<file path="src/rtl/change_dispenser.sv">
`default_nettype none
// ============================================================================
// Module      : change_dispenser
// Description : Pays out change in 10-unit steps, one hopper coin at a time,
//               preferring 20-coins; tracks coin stock, shortfall and jams.
// Revision    : 1.0
// ============================================================================
module change_dispenser #(
   parameter int AMT_W       = 3,
   parameter int CNT_W       = 6,
   parameter int INIT_10     = 8,
   parameter int INIT_20     = 8,
   parameter int ACK_TIMEOUT = 16
) (
   input  logic             clock,
   input  logic             reset,
   input  logic             req,
   input  logic [AMT_W-1:0] amount,
   input  logic             hopper_ack,
   input  logic             refill,
   input  logic [CNT_W-1:0] refill_10,
   input  logic [CNT_W-1:0] refill_20,
   output logic             busy,
   output logic             pay_10,
   output logic             pay_20,
   output logic             done,
   output logic             short,
   output logic [AMT_W-1:0] unpaid,
   output logic             jam,
   output logic [CNT_W-1:0] stock_10,
   output logic [CNT_W-1:0] stock_20
);

   localparam int              TMO_W     = $clog2(ACK_TIMEOUT + 1);
   localparam logic [CNT_W-1:0] C_CNT_MAX = '1;

   typedef enum logic [1:0] {
      S_IDLE   = 2'd0,
      S_SELECT = 2'd1,
      S_EJECT  = 2'd2,
      S_DONE   = 2'd3
   } state_t;

   state_t             state_q, state_d;
   logic [AMT_W-1:0]   rem_q, rem_d;
   logic [TMO_W-1:0]   tmo_q, tmo_d;
   logic [CNT_W-1:0]   stock_10_q, stock_10_d;
   logic [CNT_W-1:0]   stock_20_q, stock_20_d;
   logic               busy_q, busy_d;
   logic               pay_10_q, pay_10_d;
   logic               pay_20_q, pay_20_d;
   logic               done_q, done_d;
   logic               short_q, short_d;
   logic [AMT_W-1:0]   unpaid_q, unpaid_d;
   logic               jam_q, jam_d;

   function automatic logic [CNT_W-1:0] sat_add(input logic [CNT_W-1:0] a,
                                                input logic [CNT_W-1:0] b);
      logic [CNT_W:0] sum;
      sum = {1'b0, a} + {1'b0, b};
      return sum[CNT_W] ? C_CNT_MAX : sum[CNT_W-1:0];
   endfunction

   always_comb begin
      state_d    = state_q;
      rem_d      = rem_q;
      tmo_d      = tmo_q;
      stock_10_d = stock_10_q;
      stock_20_d = stock_20_q;
      pay_10_d   = pay_10_q;
      pay_20_d   = pay_20_q;
      done_d     = 1'b0;
      short_d    = short_q;
      unpaid_d   = unpaid_q;
      jam_d      = jam_q;

      case (state_q)
         S_IDLE: begin
            if (refill) begin
               stock_10_d = sat_add(stock_10_q, refill_10);
               stock_20_d = sat_add(stock_20_q, refill_20);
            end
            if (req) begin
               if (jam_q) begin
                  state_d  = S_DONE;
                  done_d   = 1'b1;
                  short_d  = 1'b1;
                  unpaid_d = amount;
               end else begin
                  rem_d   = amount;
                  state_d = S_SELECT;
               end
            end
         end
         S_SELECT: begin
            tmo_d = '0;
            if (rem_q == '0) begin
               state_d  = S_DONE;
               done_d   = 1'b1;
               short_d  = 1'b0;
               unpaid_d = '0;
            end else if (rem_q >= AMT_W'(2) && stock_20_q != '0) begin
               state_d  = S_EJECT;
               pay_20_d = 1'b1;
            end else if (stock_10_q != '0) begin
               state_d  = S_EJECT;
               pay_10_d = 1'b1;
            end else begin
               state_d  = S_DONE;
               done_d   = 1'b1;
               short_d  = 1'b1;
               unpaid_d = rem_q;
            end
         end
         S_EJECT: begin
            if (hopper_ack) begin
               pay_10_d = 1'b0;
               pay_20_d = 1'b0;
               tmo_d    = '0;
               state_d  = S_SELECT;
               if (pay_20_q) begin
                  stock_20_d = stock_20_q - CNT_W'(1);
                  rem_d      = rem_q - AMT_W'(2);
               end else begin
                  stock_10_d = stock_10_q - CNT_W'(1);
                  rem_d      = rem_q - AMT_W'(1);
               end
            end else if (tmo_q == TMO_W'(ACK_TIMEOUT - 1)) begin
               // The coin may or may not have left; stock is left untouched.
               pay_10_d = 1'b0;
               pay_20_d = 1'b0;
               tmo_d    = '0;
               jam_d    = 1'b1;
               state_d  = S_DONE;
               done_d   = 1'b1;
               short_d  = 1'b1;
               unpaid_d = rem_q;
            end else begin
               tmo_d = tmo_q + TMO_W'(1);
            end
         end
         S_DONE: begin
            state_d = S_IDLE;
         end
         default: begin
            state_d = S_IDLE;
         end
      endcase

      busy_d = (state_d != S_IDLE);
   end

   always_ff @(posedge clock or negedge reset) begin
      if (!reset) begin
         state_q    <= S_IDLE;
         rem_q      <= '0;
         tmo_q      <= '0;
         stock_10_q <= CNT_W'(INIT_10);
         stock_20_q <= CNT_W'(INIT_20);
         busy_q     <= 1'b0;
         pay_10_q   <= 1'b0;
         pay_20_q   <= 1'b0;
         done_q     <= 1'b0;
         short_q    <= 1'b0;
         unpaid_q   <= '0;
         jam_q      <= 1'b0;
      end else begin
         state_q    <= state_d;
         rem_q      <= rem_d;
         tmo_q      <= tmo_d;
         stock_10_q <= stock_10_d;
         stock_20_q <= stock_20_d;
         busy_q     <= busy_d;
         pay_10_q   <= pay_10_d;
         pay_20_q   <= pay_20_d;
         done_q     <= done_d;
         short_q    <= short_d;
         unpaid_q   <= unpaid_d;
         jam_q      <= jam_d;
      end
   end

   assign busy     = busy_q;
   assign pay_10   = pay_10_q;
   assign pay_20   = pay_20_q;
   assign done     = done_q;
   assign short    = short_q;
   assign unpaid   = unpaid_q;
   assign jam      = jam_q;
   assign stock_10 = stock_10_q;
   assign stock_20 = stock_20_q;

endmodule
`default_nettype wire

</file>
<file path="config.mk">
export PLATFORM = sky130hd
export DESIGN_NAME = change_dispenser
export DESIGN_NICKNAME = d
export VERILOG_FILES = /design/src/rtl/change_dispenser.sv
export SDC_FILE = /design/constraint.sdc
export NUM_CORES = 1
export LEC_CHECK = 0
export ABC_AREA = 1
export CAP_MARGIN = 25
export CORE_UTILIZATION = 30
export DETAILED_ROUTE_END_ITERATION = 8
export PLACE_DENSITY = 0.48
export SLEW_MARGIN = 20
export SYNTH_ARGS = -nofsm -noshare
export SYNTH_HDL_FRONTEND = slang
export SYNTH_SLANG_ARGS = --single-unit
export TNS_END_PERCENT = 30
</file>
<file path="constraint.sdc">
create_clock -name clock -period 2.1 [get_ports clock]
set_input_delay 0.42 -clock clock [delete_from_list [all_inputs] [get_ports clock]]
set_output_delay 0.42 -clock clock [all_outputs]
set_load 0.02 [all_outputs]
</file>
**Run 1: cell density map**

(3 px per µm) The die is cut into 9 by 9 equal tiles; black is low, pale yellow is high, 0 to 100% covered.
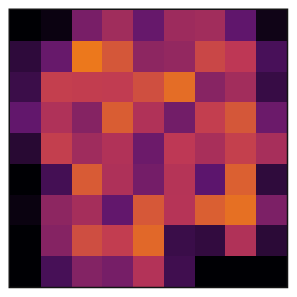
fullest tile: 69%
nearly empty tiles: 8.6%
mean over tiles: 36%

**Run 1: cell classes on the final placement**

(4 px per µm) Fill, decap, tap and diode cells in gray.
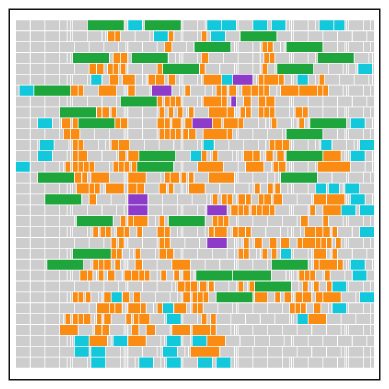
[clock drivers and dummy loads] purple | cells: 8
[remaining buffers and delay cells] cyan | cells: 53
[remaining logic cells] orange | cells: 306
[registers] green | cells: 31

**Run 1: clock wiring as the flow saved it**

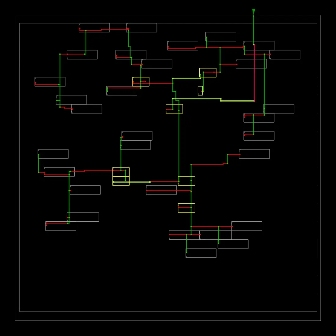
clock tree skew after final layout: 0.00582 ns
Clock Power: 521 µW
final-layout clock buffer total: 8

**Run 1: layout detail**

Region (34, 34) to (59, 59) µm. Cells in gray, sequential cells in the stronger gray; small squares are vias.
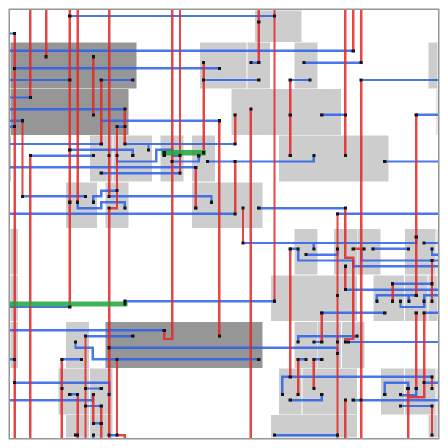
[M2] red
[M3] green
[M1] blue
cells with their middle in the window: 36
most frequent: nand2_1 (8), inv_1 (6), nor2_1 (4)
sequential cells in the window: 3

==> results.cfg, run 1 <==
; generated from flow reports
[finish]
area.growth.synth_to_final_pct = 29.0
drive_gt1_frac = 0.106
filler_cell_count = 811

[clock_tree]
postCtsSetupRepairBufs = 0
cts_made_buffers = 5

[synth]
numSynthFlops = 31
ys_sh_simple = 0.289
seq_area_frac_synth = 0.319

[detailed_routing]
number_of_design_rule_violations_left_by_the_first_detailed_router_iteration = 88
top_signal_layer_used = met4
met3RoutedLength_um = 148
drt-wirelength-per-cell_um = 11.9
drt_pass1_iterations = 4

[final_timing]
holdWs_ns = 0.487
finalWorstPathRequiredPeriod_ns = 1.92
unrepaired_setup_endpoints_after_global_routing = false

[power_and_ir_drop]
internal-power_uw = 2470
powerComb_uw = 3220
power.density_cell_area_nw_per_um2 = 1540

[global_route]
first_pass_grt_wire_length_mm = 10.2
grt-ovfl-total = 0

[worst_setup_path]
crit-reg2reg-launch = stock_20[3]
setup_crit_start_kind = flip-flop

[worst_hold_path]
min_delay_path_depth = 2
hold_path.class = flip-flop to flip-flop

[placement]
place.detailed.instances = 492

[outcome]
run_status = finished, final reports clean
--- run 2 (diff from run 1) ---
CTS_CLUSTER_DIAMETER = 200   (was default)
HOLD_SLACK_MARGIN = 0.12   (was default)
**Run 2: cell classes on the final placement**

(4 px per µm) Fill, decap, tap and diode cells in gray.
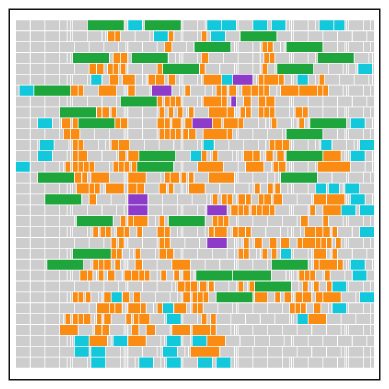
[clock drivers and dummy loads] purple | cells: 8
[registers] green | cells: 31
[remaining buffers and delay cells] cyan | cells: 53
[remaining logic cells] orange | cells: 306

==> run 2 against run 1 <==
  * Wire length did not move
  * Sequential power barely moved
  * Core utilization did not move
  * Clock power barely moved
  * Combinational power barely moved
  * Flip-flop count did not move
  * Die size did not move
  * Critical endpoint unchanged
  * Largest power group unchanged
  * Highest routed layer unchanged
==> results.cfg, run 2 <==
; generated from flow reports
[outcome]
run_status = finished, final reports clean

[worst_hold_path]
hold_path.class = flip-flop to flip-flop
min_delay_path_depth = 2

[finish]
area.growth.synth_to_final_pct = 29.0
filler_cell_count = 811
largest_class = combinational gates
nets = 442
clock_buffer_count = 8

[synth]
seq_area_frac_synth = 0.319
numSynthFlops = 31
post-synth-top-area-fraction = 0.297
enable_flop_cells = 0
post_synth_area_hogs = dfrtp_1 (30%), nand2_1 (14%), ha_1 (12%), inv_1 (6.9%), nor2_1 (4.9%)
yosysCellCount = 341
ys_sh_simple = 0.289

[clock_tree]
postCtsSetupRepairBufs = 0
clk_path_buf_depth = 2

[detailed_routing]
number_of_design_rule_violations_left_by_the_first_detailed_router_iteration = 88
drt-wirelength-per-cell_um = 11.9
drcViolationCount = 0
met3RoutedLength_um = 148
via_count = 2306
drt_pass1_iterations = 4

[final_timing]
unrepaired_setup_endpoints_after_global_routing = false
clock_tree_skew_after_final_layout_ns = 0.00582
finalWorstPathRequiredPeriod_ns = 1.92
holdWs_ns = 0.487

[power_and_ir_drop]
powerComb_uw = 3220
internal-power_uw = 2470
power.density_cell_area_nw_per_um2 = 1540

[worst_setup_path]
setup_crit_start_kind = flip-flop
crit-reg2reg-launch = stock_20[3]
worst-endpoint-arrival_ns = 1.50

[global_route]
grt-ovfl-total = 0

[placement]
place.detailed.instances = 492
**Run 2: clock wiring as the flow saved it**

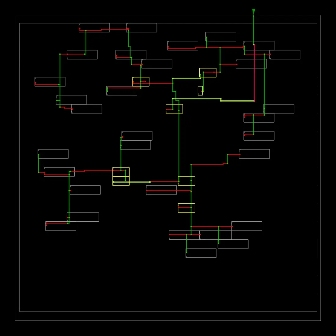
CTS buffer count: 5
CTS Sinks: 31

--- run 3 (diff from run 2) ---
SLEW_MARGIN = 5   (was 20)
**Run 3: cell classes on the final placement**

(4 px per µm) Fill, decap, tap and diode cells in gray.
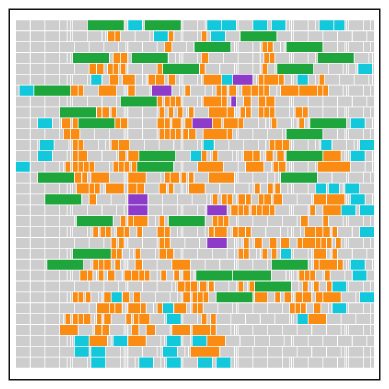
[registers] green | cells: 31
[remaining buffers and delay cells] cyan | cells: 53
[remaining logic cells] orange | cells: 306
[clock drivers and dummy loads] purple | cells: 8

==> run 3 against run 2 <==
  * Wire length unchanged
  * Sequential power about the same
  * Sequential share of layout area unchanged
  * Clock skew unchanged
  * Critical path depth unchanged
  * Combinational power about the same
  * Die size unchanged
  * Worst hold slack unchanged
  * Cell count unchanged
  * Design area unchanged
==> results.cfg, run 3 <==
; generated from flow reports
[synth]
post-synth-top-area-fraction = 0.297
numSynthFlops = 31
enable_flop_cells = 0
post_synth_area_hogs = dfrtp_1 (30%), nand2_1 (14%), ha_1 (12%), inv_1 (6.9%), nor2_1 (4.9%)
seq_area_frac_synth = 0.319

[global_route]
grt-ovfl-total = 0

[worst_setup_path]
crit-reg2reg-launch = stock_20[3]
setup_crit_start_kind = flip-flop

[finish]
largest_class = combinational gates
clock_buffer_count = 8
filler_cell_count = 811

[final_timing]
finalWorstPathRequiredPeriod_ns = 1.92
clock_tree_skew_after_final_layout_ns = 0.00582
unrepaired_setup_endpoints_after_global_routing = false
holdWs_ns = 0.487

[clock_tree]
cts_num_sinks = 31
postCtsSetupRepairBufs = 0
clk_path_buf_depth = 2

[detailed_routing]
via_count = 2306
drt_pass1_iterations = 4
drcViolationCount = 0
drt-wirelength-per-cell_um = 11.9

[outcome]
run_status = finished, final reports clean

[power_and_ir_drop]
internal-power_uw = 2470
power.density_cell_area_nw_per_um2 = 1540
powerComb_uw = 3220
**Run 3: clock wiring as the flow saved it**

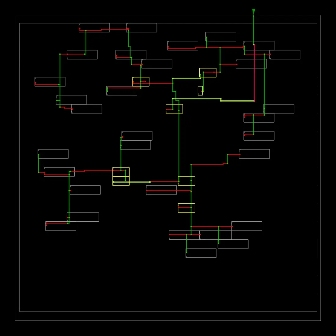
latest clock arrival within the worst-skew pair: 0.28 ns
flip-flops: 31

Power and IR drop assume default switching activity.
